layer_met1.png
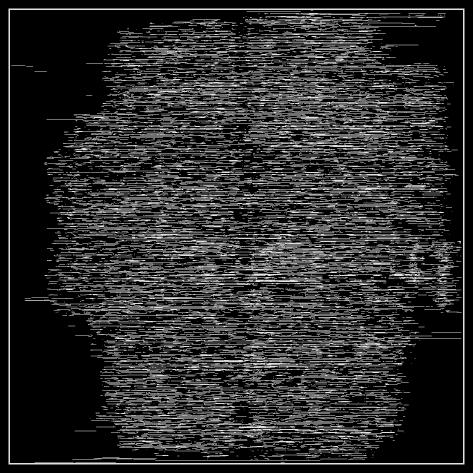
layer_met2.png
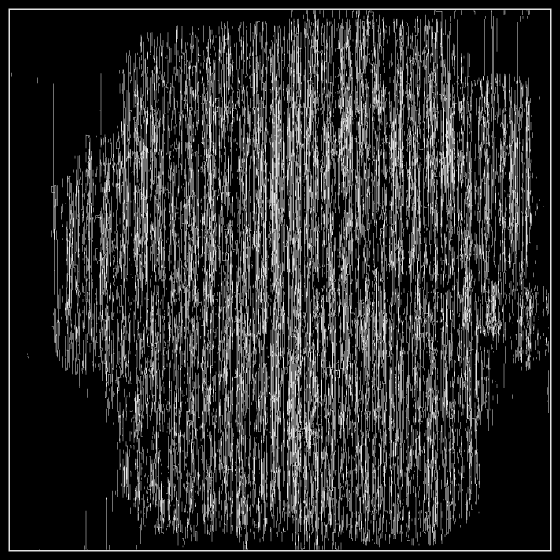
File: src/rtl/ucore_ackq_rd_if.sv
// Ack-queue bus bundle: ucore push side, host register-read side and status.
// master drives the pushes and reads; slave is the queue itself.
interface ucore_ackq_rd_if #(
  parameter int unsigned DEPTH  = 64,
  parameter int unsigned DATA_W = 32,
  parameter int unsigned CNT_W  = 16
);
  localparam int unsigned OCC_W = $clog2(DEPTH) + 1;

  logic [DATA_W-1:0] ack_data;
  logic              ack_vld;
  logic              ack_rdy;
  logic              rd_req;
  logic [DATA_W-1:0] rd_data;
  logic              rd_data_vld;
  logic              rd_empty;
  logic [OCC_W-1:0]  occupancy;
  logic              full;
  logic [CNT_W-1:0]  err_cnt;
  logic              err_clr;

  modport master (
    output ack_data, ack_vld, rd_req, err_clr,
    input  ack_rdy, rd_data, rd_data_vld, rd_empty, occupancy, full, err_cnt
  );

  modport slave (
    input  ack_data, ack_vld, rd_req, err_clr,
    output ack_rdy, rd_data, rd_data_vld, rd_empty, occupancy, full, err_cnt
  );
endinterface

File: src/rtl/ucore_ackq_rd.sv
// Ack queue between ucore firmware pushes and host register reads.
// Each read pops one word; a read of an empty queue returns RD_ERR and bumps err_cnt.
module ucore_ackq_rd #(
  parameter int unsigned        DEPTH  = 64,
  parameter int unsigned        DATA_W = 32,
  parameter logic [DATA_W-1:0]  RD_ERR = DATA_W'(32'hdeadc0de),
  parameter int unsigned        CNT_W  = 16
) (
  input  logic           clk,
  input  logic           a_rst_n,
  ucore_ackq_rd_if.slave bus
);
  localparam int unsigned AW = $clog2(DEPTH);
  localparam int unsigned PW = AW + 1;

  logic [DATA_W-1:0] r_mem [DEPTH];
  logic [PW-1:0]     r_wr_ptr;
  logic [PW-1:0]     r_rd_ptr;
  logic [PW-1:0]     r_occ;
  logic              r_full;
  logic              r_ack_rdy;
  logic [DATA_W-1:0] r_rd_data;
  logic              r_rd_vld;
  logic              r_rd_empty;
  logic [CNT_W-1:0]  r_err_cnt;

  logic              w_empty;
  logic              w_push;
  logic              w_pop;
  logic              w_rd_err;
  logic [PW-1:0]     w_occ_nxt;

  // Push/pop qualified on registered state only, so ack_rdy never depends on rd_req.
  assign w_empty  = (r_wr_ptr == r_rd_ptr);
  assign w_push   = bus.ack_vld && r_ack_rdy;
  assign w_pop    = bus.rd_req && !w_empty;
  assign w_rd_err = bus.rd_req && w_empty;

  always_comb begin
    w_occ_nxt = r_occ;
    if (w_push && !w_pop) begin
      w_occ_nxt = r_occ + PW'(1);
    end else if (!w_push && w_pop) begin
      w_occ_nxt = r_occ - PW'(1);
    end
  end

  // Storage needs no reset; stale words are unreachable once the pointers clear.
  always_ff @(posedge clk) begin
    if (w_push) begin
      r_mem[r_wr_ptr[AW-1:0]] <= bus.ack_data;
    end
  end

  always_ff @(posedge clk or negedge a_rst_n) begin
    if (!a_rst_n) begin
      r_wr_ptr  <= '0;
      r_rd_ptr  <= '0;
      r_occ     <= '0;
      r_full    <= 1'b0;
      r_ack_rdy <= 1'b1;
    end else begin
      if (w_push) begin
        r_wr_ptr <= r_wr_ptr + PW'(1);
      end
      if (w_pop) begin
        r_rd_ptr <= r_rd_ptr + PW'(1);
      end
      r_occ     <= w_occ_nxt;
      r_full    <= (w_occ_nxt == PW'(DEPTH));
      r_ack_rdy <= (w_occ_nxt != PW'(DEPTH));
    end
  end

  // Read result path; rd_data holds between reads.
  always_ff @(posedge clk or negedge a_rst_n) begin
    if (!a_rst_n) begin
      r_rd_data  <= '0;
      r_rd_vld   <= 1'b0;
      r_rd_empty <= 1'b0;
    end else begin
      r_rd_vld <= bus.rd_req;
      if (w_pop) begin
        r_rd_data  <= r_mem[r_rd_ptr[AW-1:0]];
        r_rd_empty <= 1'b0;
      end else if (w_rd_err) begin
        r_rd_data  <= RD_ERR;
        r_rd_empty <= 1'b1;
      end
    end
  end

  // Saturating empty-read counter; a clear beats a same-cycle empty read.
  always_ff @(posedge clk or negedge a_rst_n) begin
    if (!a_rst_n) begin
      r_err_cnt <= '0;
    end else if (bus.err_clr) begin
      r_err_cnt <= '0;
    end else if (w_rd_err && (r_err_cnt != {CNT_W{1'b1}})) begin
      r_err_cnt <= r_err_cnt + CNT_W'(1);
    end
  end

  assign bus.ack_rdy     = r_ack_rdy;
  assign bus.rd_data     = r_rd_data;
  assign bus.rd_data_vld = r_rd_vld;
  assign bus.rd_empty    = r_rd_empty;
  assign bus.occupancy   = r_occ;
  assign bus.full        = r_full;
  assign bus.err_cnt     = r_err_cnt;
endmodule

File: src/flat_wrapper.sv
// flat-port wrapper written by rule: the top's interface ports become plain ports
module ucore_ackq_rd_flat 
#(
  parameter int unsigned        DEPTH  = 64,
  parameter int unsigned        DATA_W = 32,
  parameter logic [DATA_W-1:0]  RD_ERR = DATA_W'(32'hdeadc0de),
  parameter int unsigned        CNT_W  = 16
)
  (clk, a_rst_n, bus_ack_data, bus_ack_vld, bus_rd_req, bus_err_clr, bus_ack_rdy, bus_rd_data, bus_rd_data_vld, bus_rd_empty, bus_occupancy, bus_full, bus_err_cnt);
  ucore_ackq_rd_if #(.DEPTH(DEPTH), .DATA_W(DATA_W), .CNT_W(CNT_W)) bus_i ();
  input  logic clk;
  input  logic a_rst_n;
  input wire logic [$bits(bus_i.ack_data)-1:0] bus_ack_data;
  input wire logic [$bits(bus_i.ack_vld)-1:0] bus_ack_vld;
  input wire logic [$bits(bus_i.rd_req)-1:0] bus_rd_req;
  input wire logic [$bits(bus_i.err_clr)-1:0] bus_err_clr;
  output wire logic [$bits(bus_i.ack_rdy)-1:0] bus_ack_rdy;
  output wire logic [$bits(bus_i.rd_data)-1:0] bus_rd_data;
  output wire logic [$bits(bus_i.rd_data_vld)-1:0] bus_rd_data_vld;
  output wire logic [$bits(bus_i.rd_empty)-1:0] bus_rd_empty;
  output wire logic [$bits(bus_i.occupancy)-1:0] bus_occupancy;
  output wire logic [$bits(bus_i.full)-1:0] bus_full;
  output wire logic [$bits(bus_i.err_cnt)-1:0] bus_err_cnt;
  assign bus_i.ack_data = bus_ack_data;
  assign bus_i.ack_vld = bus_ack_vld;
  assign bus_i.rd_req = bus_rd_req;
  assign bus_i.err_clr = bus_err_clr;
  assign bus_ack_rdy = bus_i.ack_rdy;
  assign bus_rd_data = bus_i.rd_data;
  assign bus_rd_data_vld = bus_i.rd_data_vld;
  assign bus_rd_empty = bus_i.rd_empty;
  assign bus_occupancy = bus_i.occupancy;
  assign bus_full = bus_i.full;
  assign bus_err_cnt = bus_i.err_cnt;
  ucore_ackq_rd #(.DEPTH(DEPTH), .DATA_W(DATA_W), .RD_ERR(RD_ERR), .CNT_W(CNT_W)) u_core (.clk(clk), .a_rst_n(a_rst_n), .bus(bus_i));
endmodule
File: config.mk
export PLATFORM = sky130hd
export DESIGN_NAME = ucore_ackq_rd_flat
export DESIGN_NICKNAME = d
export VERILOG_FILES = /design/src/rtl/ucore_ackq_rd_if.sv /design/src/rtl/ucore_ackq_rd.sv /design/src/flat_wrapper.sv
export SDC_FILE = /design/constraint.sdc
export NUM_CORES = 2
export LEC_CHECK = 0
export CORE_MARGIN = 2
export CORE_UTILIZATION = 45
export CTS_BUF_LIST = sky130_fd_sc_hd__clkbuf_8 sky130_fd_sc_hd__clkbuf_16
export DETAILED_ROUTE_END_ITERATION = 8
export GPL_ROUTABILITY_DRIVEN = 1
export PLACE_DENSITY = 0.62
export SYNTH_ARGS = -nofsm -noshare
export SYNTH_HDL_FRONTEND = slang
export SYNTH_SLANG_ARGS = --single-unit
File: constraint.sdc
create_clock -name clk -period 10.3 [get_ports clk]
set_input_delay 1.03 -clock clk [delete_from_list [all_inputs] [get_ports clk]]
set_output_delay 1.03 -clock clk [all_outputs]
set_load 0.02 [all_outputs]
==> CHANGELOG.md <==
### Changed

* Status: finished, final reports clean
* Largest net degree at the start of global routing at 131
* Inverters at 22
* Global routing usage on met3 at 0.0343
* Fmax at 0.221 GHz
* Crit-path cells: buf_4 > buf_4 > mux4_2 > mux4_2 > o22ai_1 > nor3_1 > o32a_1
* Diode count at 3
* Worst path arrival time at 5.24 ns
* DRC Markers at 0
* Most frequent cell after synthesis: edfxtp_1
* Clk pwr share at 0.311
* Ports at 96
* Crit Path Category: register to register
* RSZ-0062 raised after global routing: false
* Ys async rst share at 0.0344
* Setup ws final at 5.78 ns
* Setup WS pre-CTS at 5.68 ns
* Post-Layout Cell Count at 6284
* Final-layout clock-cell area share at 0.0741
* CTS buffer count at 207
* CP max stage delay at 0.86 ns
* Clk slew on worst S/H paths at 0.06 ns
* Routed vias/inst at 6.09
* Logic Gate Count at 1175
* Crit-path max FO at 61
* Flops after synth at 2121
* Skew final at 0.0323 ns
* Worst-margin pin slew at 1.27 ns
* Worst path depth at 7
* RePlAce Congestion at 0.789
* AO/OA Area Share at 0.0161
* Post-synthesis cell area at 0.0816 sq mm
* Worst endpoint required time at 11.02 ns
* Reg2reg start: u_core.r_rd_ptr[2]
* Worst R2R End: u_core.bus.rd_data[2]
* Tool Warnings at 37
* Non-clk bufs at 207
* Post-synth seq share at 0.776
* Antenna viol nets, final at 0
* Post-synth EDFFs at 2048
* Logic gate fraction of the total cell area at 0.190
* Peak supply drop at 0.368 mV
* Synth top area share at 0.754
* Met1 Use GR at 0.316
* Core area at 0.180 sq mm
* Most frequent logic cell in the layout: edfxtp_1
* Internal power at 0.0171 W
* NonClk Buf Share at 0.0184
* Max cap viols at 0
* CTS tree: done
* Filler instances at 13900
* Comb pwr at 0.00659 W
* Critical Path End Type: register
* Flop share of the area at 0.684
* Max reg flops at 2048
* Flop area at 0.0633 sq mm
* Tap Count at 2370
* PwrDens at 263 mW/mm^2
* Vias at 38300
* Synth Area in Adders at 0.000767
* WL final at 202000 um
* Final Hold Vio Count at 0
* Post-CTS setup buffer count at 0
* Initial antenna violation count at 4
* Mux cell area share at 0.172
* Global routing met2 resource utilization at 0.355
* Crit-path slowest cell: buf_4
* PortBufs at 95
* Root buffer cell: clkbuf_16
* Starting DRC count in detailed routing at 4693
Back to the opening pictures, layer_met1.png:
3662 nets have wire on it. The longest straight run is 156 um.

Back to the opening pictures, layer_met2.png:
3389 nets have wire on it. The wires run mostly vertical. The longest straight run is 187 um. The layer holds 49% of the routed length.

Power and IR drop assume default switching activity.
